<file path="config.mk">
export PLATFORM = sky130hd
export DESIGN_NAME = adc_dual_reader
export DESIGN_NICKNAME = d
export VERILOG_FILES = /design/src/rtl/adc_dual_reader.sv
export SDC_FILE = /design/constraint.sdc
export NUM_CORES = 1
export LEC_CHECK = 0
export CORE_MARGIN = 5
export CORE_UTILIZATION = 55
export DETAILED_ROUTE_END_ITERATION = 16
export GPL_ROUTABILITY_DRIVEN = 0
export PLACE_DENSITY = 0.77
export SLEW_MARGIN = 20
export SYNTH_ARGS = -nofsm -noshare
export SYNTH_HDL_FRONTEND = slang
export SYNTH_SLANG_ARGS = --single-unit
</file>
<file path="constraint.sdc">
create_clock -name CLK -period 3.2 [get_ports CLK]
set_input_delay 0.64 -clock CLK [delete_from_list [all_inputs] [get_ports CLK]]
set_output_delay 0.64 -clock CLK [all_outputs]
set_load 0.02 [all_outputs]
</file>
<file path="src/rtl/adc_dual_reader.sv">
// adc_dual_reader
// Controller for a simultaneous-sampling serial ADC: CNVST pulse, BUSY handshake,
// then NUM_CH DOUT lines shifted in MSB first under one shared CS/SCLK, with
// optional 2^AVG_LOG2-sample averaging.
// Optional BUSY watchdog: define ADC_BUSY_TIMEOUT_EN to abort stuck conversions
// with a one-cycle ERR pulse; otherwise ERR is constant 0.

module adc_dual_reader #(
    parameter int unsigned NUM_CH         = 2,
    parameter int unsigned DATA_BITS      = 14,
    parameter int unsigned SCLK_DIV       = 2,
    parameter int unsigned CNV_LOW        = 4,
    parameter int unsigned AVG_LOG2       = 0,
    parameter int unsigned TIMEOUT_CYCLES = 256
) (
    input  logic                        CLK,
    input  logic                        RST_N,
    input  logic                        START,
    output logic                        READY,
    output logic                        CNVST_ADC,
    input  logic                        BUSY_ADC,
    output logic                        CS_ADC,
    output logic                        SCLK_ADC,
    input  logic [NUM_CH-1:0]           DOUT_ADC,
    output logic [NUM_CH*DATA_BITS-1:0] DATA,
    output logic                        VALID,
    output logic                        ERR
);

    localparam int unsigned AccW   = DATA_BITS + AVG_LOG2;
    localparam int unsigned NumAvg = 1 << AVG_LOG2;
    localparam int unsigned CntW   = AVG_LOG2 + 1;
    localparam int unsigned MaxA   = (CNV_LOW > SCLK_DIV) ? CNV_LOW : SCLK_DIV;
    localparam int unsigned MaxCyc = (MaxA > TIMEOUT_CYCLES) ? MaxA : TIMEOUT_CYCLES;
    localparam int unsigned CycW   = $clog2(MaxCyc + 1);
    localparam int unsigned BitW   = $clog2(DATA_BITS + 1);

    typedef enum logic [2:0] {
        StIdle,
        StConv,
        StWaitHi,
        StWaitLo,
        StShift,
        StAcc
    } state_e;

    state_e                               state_q, state_d;
    logic [CycW-1:0]                      cyc_q, cyc_d;    // CONV/SHIFT phase timer, watchdog
    logic [BitW-1:0]                      bit_q, bit_d;
    logic                                 ph_q, ph_d;      // 0: SCLK high phase, 1: low phase
    logic [CntW-1:0]                      cnt_q, cnt_d;    // conversions done in this run
    logic [NUM_CH-1:0][DATA_BITS-1:0]     sh_q, sh_d;
    logic [NUM_CH-1:0][AccW-1:0]          acc_q, acc_d;
    logic [NUM_CH*DATA_BITS-1:0]          data_q, data_d;
    logic                                 valid_q, valid_d;
    logic                                 err_q, err_d;
    logic                                 cnvst_q, cnvst_d;
    logic                                 cs_q, cs_d;
    logic                                 sclk_q, sclk_d;
    logic                                 busy_meta_q, busy_meta_d;
    logic                                 busy_sync_q, busy_sync_d;

    logic [NUM_CH-1:0][AccW-1:0]          acc_sum;
    logic [NUM_CH*DATA_BITS-1:0]          data_avg;

    // Next-state and output logic for the conversion sequencer.
    always_comb begin
        state_d     = state_q;
        cyc_d       = cyc_q;
        bit_d       = bit_q;
        ph_d        = ph_q;
        cnt_d       = cnt_q;
        sh_d        = sh_q;
        acc_d       = acc_q;
        data_d      = data_q;
        valid_d     = 1'b0;
        err_d       = 1'b0;
        cnvst_d     = cnvst_q;
        cs_d        = cs_q;
        sclk_d      = sclk_q;
        busy_meta_d = BUSY_ADC;
        busy_sync_d = busy_meta_q;
        acc_sum     = '0;
        data_avg    = '0;

        for (int unsigned c = 0; c < NUM_CH; c++) begin
            acc_sum[c] = acc_q[c] + AccW'(sh_q[c]);
            data_avg[c*DATA_BITS +: DATA_BITS] = DATA_BITS'(acc_sum[c] >> AVG_LOG2);
        end

        unique case (state_q)
            StIdle: begin
                if (START) begin
                    acc_d   = '0;
                    cnt_d   = '0;
                    cyc_d   = '0;
                    cnvst_d = 1'b0;
                    state_d = StConv;
                end
            end
            StConv: begin
                if (cyc_q == CycW'(CNV_LOW - 1)) begin
                    cnvst_d = 1'b1;
                    cyc_d   = '0;
                    state_d = StWaitHi;
                end else begin
                    cyc_d = cyc_q + 1'b1;
                end
            end
            StWaitHi: begin
                if (busy_sync_q) begin
                    cyc_d   = '0;
                    state_d = StWaitLo;
                end
`ifdef ADC_BUSY_TIMEOUT_EN
                else if (cyc_q == CycW'(TIMEOUT_CYCLES - 1)) begin
                    cnvst_d = 1'b1;
                    cs_d    = 1'b1;
                    sclk_d  = 1'b1;
                    err_d   = 1'b1;
                    cyc_d   = '0;
                    state_d = StIdle;
                end else begin
                    cyc_d = cyc_q + 1'b1;
                end
`endif
            end
            StWaitLo: begin
                if (!busy_sync_q) begin
                    cs_d    = 1'b0;
                    cyc_d   = '0;
                    bit_d   = '0;
                    ph_d    = 1'b0;
                    state_d = StShift;
                end
`ifdef ADC_BUSY_TIMEOUT_EN
                else if (cyc_q == CycW'(TIMEOUT_CYCLES - 1)) begin
                    cnvst_d = 1'b1;
                    cs_d    = 1'b1;
                    sclk_d  = 1'b1;
                    err_d   = 1'b1;
                    cyc_d   = '0;
                    state_d = StIdle;
                end else begin
                    cyc_d = cyc_q + 1'b1;
                end
`endif
            end
            StShift: begin
                if (cyc_q == CycW'(SCLK_DIV - 1)) begin
                    cyc_d = '0;
                    if (!ph_q) begin
                        // Last cycle of the high phase: capture every DOUT line.
                        for (int unsigned c = 0; c < NUM_CH; c++) begin
                            sh_d[c] = {sh_q[c][DATA_BITS-2:0], DOUT_ADC[c]};
                        end
                        sclk_d = 1'b0;
                        ph_d   = 1'b1;
                    end else if (bit_q == BitW'(DATA_BITS - 1)) begin
                        sclk_d  = 1'b1;
                        cs_d    = 1'b1;
                        ph_d    = 1'b0;
                        state_d = StAcc;
                    end else begin
                        sclk_d = 1'b1;
                        ph_d   = 1'b0;
                        bit_d  = bit_q + 1'b1;
                    end
                end else begin
                    cyc_d = cyc_q + 1'b1;
                end
            end
            StAcc: begin
                acc_d = acc_sum;
                if (cnt_q != CntW'(NumAvg - 1)) begin
                    cnt_d   = cnt_q + 1'b1;
                    cyc_d   = '0;
                    cnvst_d = 1'b0;
                    state_d = StConv;
                end else begin
                    data_d  = data_avg;
                    valid_d = 1'b1;
                    state_d = StIdle;
                end
            end
            default: state_d = StIdle;
        endcase
    end

    // State register with synchronous active-low reset.
    always_ff @(posedge CLK) begin
        if (!RST_N) begin
            state_q     <= StIdle;
            cyc_q       <= '0;
            bit_q       <= '0;
            ph_q        <= 1'b0;
            cnt_q       <= '0;
            sh_q        <= '0;
            acc_q       <= '0;
            data_q      <= '0;
            valid_q     <= 1'b0;
            err_q       <= 1'b0;
            cnvst_q     <= 1'b1;
            cs_q        <= 1'b1;
            sclk_q      <= 1'b1;
            busy_meta_q <= 1'b0;
            busy_sync_q <= 1'b0;
        end else begin
            state_q     <= state_d;
            cyc_q       <= cyc_d;
            bit_q       <= bit_d;
            ph_q        <= ph_d;
            cnt_q       <= cnt_d;
            sh_q        <= sh_d;
            acc_q       <= acc_d;
            data_q      <= data_d;
            valid_q     <= valid_d;
            err_q       <= err_d;
            cnvst_q     <= cnvst_d;
            cs_q        <= cs_d;
            sclk_q      <= sclk_d;
            busy_meta_q <= busy_meta_d;
            busy_sync_q <= busy_sync_d;
        end
    end

    assign READY     = (state_q == StIdle);
    assign CNVST_ADC = cnvst_q;
    assign CS_ADC    = cs_q;
    assign SCLK_ADC  = sclk_q;
    assign DATA      = data_q;
    assign VALID     = valid_q;
    assign ERR       = err_q;

endmodule

</file>
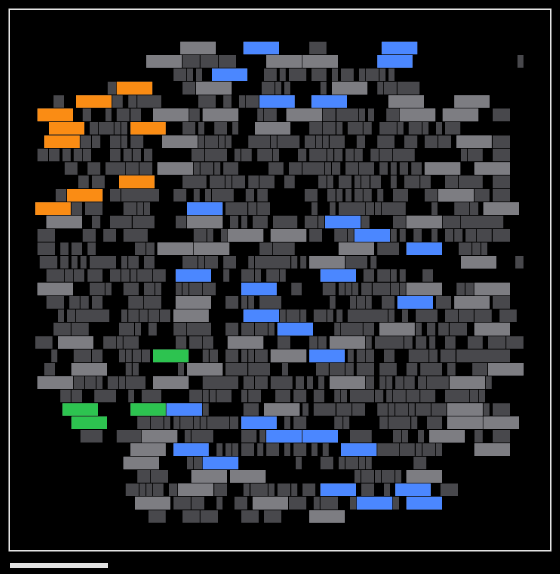
(run_1/flops_by_reg.png)
The bar under the picture is 20 µm long. Other sequential cells in the stronger grey, the rest of the logic in the fainter grey.
legend:
  cyc_q:
    colour: orange
    flops: 9
    where: top left
  sh_q:
    colour: blue
    flops: 28
  bit_q:
    colour: green
    flops: 4
    where: bottom left
sequential share of cell area: 0.351
total sequential power: 1.35 mW
Register Area: 2140 µm²

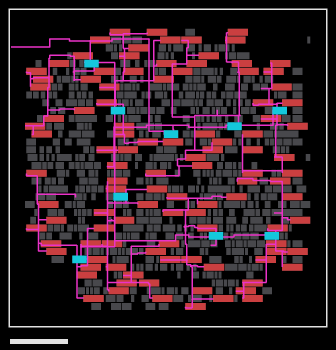
(run_1/clk_routes.png)
The bar under the picture is 20 µm long.
legend:
  flip-flops:
    colour: red
    count: 107
  clock drivers:
    colour: cyan
    count: 9
  clock wires:
    colour: magenta
    length: 1,270 µm
flops lie: widely spread
Max Clock Skew: 0.0128 ns
Clock Latency Late Sink: 0.38 ns
clock-net power: 833 µW
Clock power frac: 0.358

==> results.txt, run 1 <==
Post-Place Cell Area = 5920 µm²
Top cells, area = dfxtp_1, nand2_1, ha_1
Reg-to-Reg Start = sh_q[14]
Outcome = finished, final reports clean
Slew margin rel. = 0.481
Met3 usage = 0.0482
Setup violators final = 0
CTS tree = yes
Max-cap violations = 0
Final ANT Viol Nets = 0
Stages on the worst setup path = 8
Flops after synth = 107
Element type at the critical path end = register
Clock buffers and inverters, area share = 0.0317
NonClk Buf Share = 0.0713
Worst path required time = 3.48 ns
Hold depth = 1
Comb group = 143 µW
R2R depth = 8
Main power group = registers
Clock sink total = 107
Post-synth seq share = 0.392
Flop2flop setup slack = 0.66 ns
Cell Area, Synth = 5470 µm²
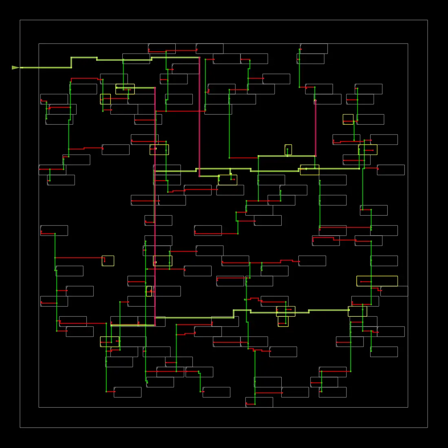
(run_1/clocks.png)
Flops: 107
Layout clock buffers: 10
cts bufs inserted: 9

run 1: registers in the layout (all words and copies together), names as in the netlist, 3 cells and up:
| name | cells |
|---|---|
| cyc_q | 9 |
| bit_q | 4 |
| acc_q | 28 |
| DATA | 28 |
| sh_q | 28 |
| state_q | 3 |
run 1: cells in the final DEF (no fill, tap or decap), drive strengths merged, types with 4 or more instances in the layout:
master / Yosys / layout
o211ai: 6 / 6
a21boi: 53 / 53
a21o: 9 / 9
o21ai: 24 / 24
nor2b: 17 / 17
xnor2: 13 / 13
dfxtp: 107 / 107
nand4: 8 / 8
inv: 11 / 11
ha: 30 / 30
buf: 11 / 9
a22o: 6 / 6
clkdlybuf4s50: 0 / 37
and3: 7 / 7
or3: 4 / 4
nor3b: 10 / 10
clkbuf: 23 / 10
nor2: 25 / 25
nor3: 7 / 7
a211oi: 4 / 4
a211o: 5 / 5
o31ai: 5 / 5
xor2: 4 / 4
and2: 10 / 10
nand3: 11 / 11
nand2: 137 / 137
mux2i: 6 / 6
a21oi: 34 / 34
nand4b: 5 / 5
nand2b: 7 / 7
run 1: per-layer routing:
layer  vias to the layer above  part of all wire
li1                       2287                 -
met5                         -                 0
met4                         0             0.016
met2                        92              0.48
met3                        22             0.043
met1                      2133              0.46
run 1: kinds of logic (layout without fill, tap and decap cells):
| logic type | count (synthesis) | count (layout) | share of synthesized area |
|---|---|---|---|
| DFF | 107 | 107 | 0.392 |
| other | 1 | 1 | 0.000686 |
| muxes | 6 | 6 | 0.0110 |
| xor gates and xnor gates | 19 | 19 | 0.0357 |
| adders and majority gates | 32 | 32 | 0.0760 |
| and+or+nand+nor | 258 | 258 | 0.231 |
| buffers and inverters | 45 | 73 | 0.0359 |
| AOI/OAI and AO/OA | 170 | 170 | 0.218 |
==> run_1/placement_by_type.png <==
Fill, decap, tap and diode cells in grey.
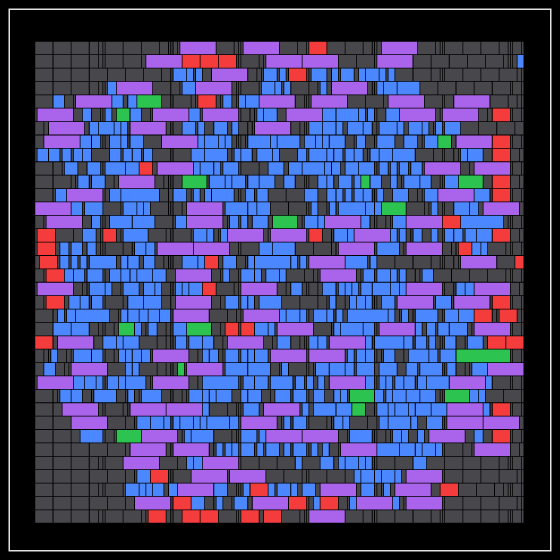

==> run 1 -> run 2 <==
--- a/config.mk
+++ b/config.mk
@@ -6,7 +6,7 @@
 export NUM_CORES = 1
 export LEC_CHECK = 0
 export CORE_MARGIN = 5
-export CORE_UTILIZATION = 55
+export CORE_UTILIZATION = 53
 export DETAILED_ROUTE_END_ITERATION = 16
 export GPL_ROUTABILITY_DRIVEN = 0
 export PLACE_DENSITY = 0.77
==> constraint.sdc (replaced) <==
create_clock -name CLK -period 2.1 [get_ports CLK]
set_input_delay 0.42 -clock CLK [delete_from_list [all_inputs] [get_ports CLK]]
set_output_delay 0.42 -clock CLK [all_outputs]
set_load 0.02 [all_outputs]
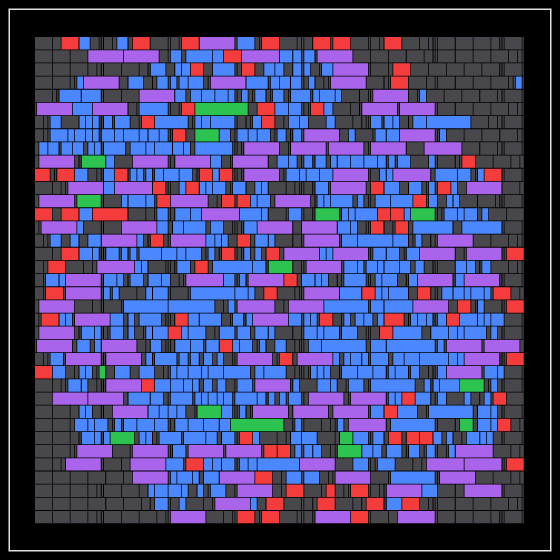
(run_2/placement_by_type.png)
Fill, decap, tap and diode cells in grey.
legend:
  sequential cells:
    colour: purple
    cells: 107
  remaining buffers and delay cells:
    colour: red
    cells: 91
  combinational and other logic:
    colour: blue
    cells: 497
  clock drivers and dummy loads:
    colour: green
    cells: 15

==> run 2 against run 1 <==
Effect of this change:
- the flow now finishes with violations (negative setup slack)
- maximum frequency is 17% higher
- clock power rose by 66%
- area after synthesis unchanged
- combinational power up 83%
- final area grew 11%
- die size is 3.4% higher
- non-clock buffer count up 45
- critical path depth up 1
- hold slack worse by 0.014 ns
- cell count is 5.9% higher
- core utilization rose by 3.6 points
- critical path type unchanged
- largest cell class unchanged
==> results.txt, run 2 <==
Yosys xor share = 0.0357
Pre-CTS setup slack = -0.136 ns
R2R depth = 9
Pwr per Cell Area = 547 nW/µm²
Grt met2 use = 0.360
Hold depth = 3
Post-Place Cell Area = 6260 µm²
Post-Route Setup TNS = -0.298 ns
Top cells, area = dfxtp_1, nand2_1, ha_1
Failing checks = negative setup slack
Clock root buffer = clkbuf_8
Final ANT Viol Nets = 0
Avg Cell Area, Syn = 8.57 µm²
Slew margin rel. = 0.616
Commonest Layout Cell = nand2_1
CTS tree = yes
Dominant comb cell = simple AND/OR/NAND/NOR gates
Flops after synth = 107
Met3 usage = 0.0522
Area Overhead vs Synth = 23.6%
Cts bufs inserted = 9
Cell Rows = 37
Largest net degree at the start of global routing = 50
Simple-Gate Area Share = 0.231
Element type at the critical path end = register
Max-cap violations = 0
Reg-to-Reg Start = acc_q[14]
Clock Pin Slew Worst Setup and Hold Paths = 0.10 ns
Worst path required time = 2.36 ns
Setup violators final = 8
Final worst slack = -0.0783 ns
Least-Margin Pin Slew = 0.577 ns
Clock sink total = 107
Crit path to = acc_q[26]
Compound Share, Synth = 0.218
Area leader share = 0.392
DP Cell Count = 821
Top Layout Cells = nand2_1, dfxtp_1, buf_4
Post-synth EDFFs = 0
Post-synthesis adder-cell area fraction = 0.0760
Post-synth seq share = 0.392
Outcome = complete, but fails checks
Syn_nets = 676
Final instance count without filler cells = 846
Clock Latency Late Sink = 0.38 ns
Mux area share = 0.0110
Cell Area, Synth = 5470 µm²
H-tree Lvls = 3
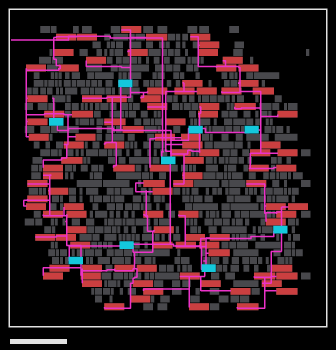
(run_2/clk_routes.png)
The bar under the picture is 20 µm long.
legend:
  flip-flops:
    colour: red
    count: 107
  clock drivers:
    colour: cyan
    count: 9
  clock wires:
    colour: magenta
    length: 1,210 µm
routed clock nets: 10
flops lie: widely spread
clock-net power: 1.38 mW
Clock power frac: 0.373
Max Clock Skew: 0.00797 ns

-- run 2: cell counts after synthesis --
No cell type changed its count.
-- run 2: layout make-up --
cell class                      count  area [µm²]  area share
Clock buffer                       11         141      0.0209
Sequential cell                   107        2160       0.320
Clock inverter                      4        75.1      0.0111
Tap cell                          136         170      0.0252
Multi-Input combinational cell    486        3380       0.500
Timing Repair Buffer               91         788       0.117
Inverter                           11        41.3     0.00611
-- run 2: kinds of logic after synthesis --
logic type / count (synthesis)
AND/OR/NAND/NOR: 258
AND-OR/OR-AND: 170
flip-flops: 107
buffers and inverters: 45
adder cells (fa/ha/maj): 32
XOR/XNOR: 19
multiplexers: 6
other: 1
-- run 2: repair_timing --
action,CTS,global route
setup buffers,4,6
hold buffers,0,0
hold endpoints to repair,0,0
setup endpoints to repair,18,36
pin swaps,22,24
resized,32,18
-- run 2: layer usage --
metal | up-vias | part of all wire
met1 | 2316 | 0.44
met5 | - | 0
met2 | 88 | 0.50
met3 | 22 | 0.042
met4 | 0 | 0.014
li1 | 2376 | -
-- run 2: worst max-delay path: cells and delay by family, from the launching register on --
| family | cells | cell delay (ns) |
|---|---|---|
| muxes | 1 | 0.21 |
| and+or+nand+nor | 2 | 0.13 |
| AOI/OAI and AO/OA | 3 | 0.70 |
| buffers and inverters | 1 | 0.17 |
| adders and majority gates | 2 | 0.51 |
| DFF | 1 | 0.35 |
-- run 2: power by group through the flow --
| stage | Clock (mW) | Combinational (mW) | Sequential [mW] |
|---|---|---|---|
| CTS | 1.41 | 0.260 | 2.06 |
| finish | 1.38 | 0.262 | 2.06 |
| global placement | 0 | 0.251 | 2.10 |
| floorplan | 0 | 0.181 | 2.09 |
| detailed placement | 0 | 0.260 | 2.10 |
| global route | 1.50 | 0.284 | 2.06 |
No activity file was given, so power comes from the tool's default toggle rates.
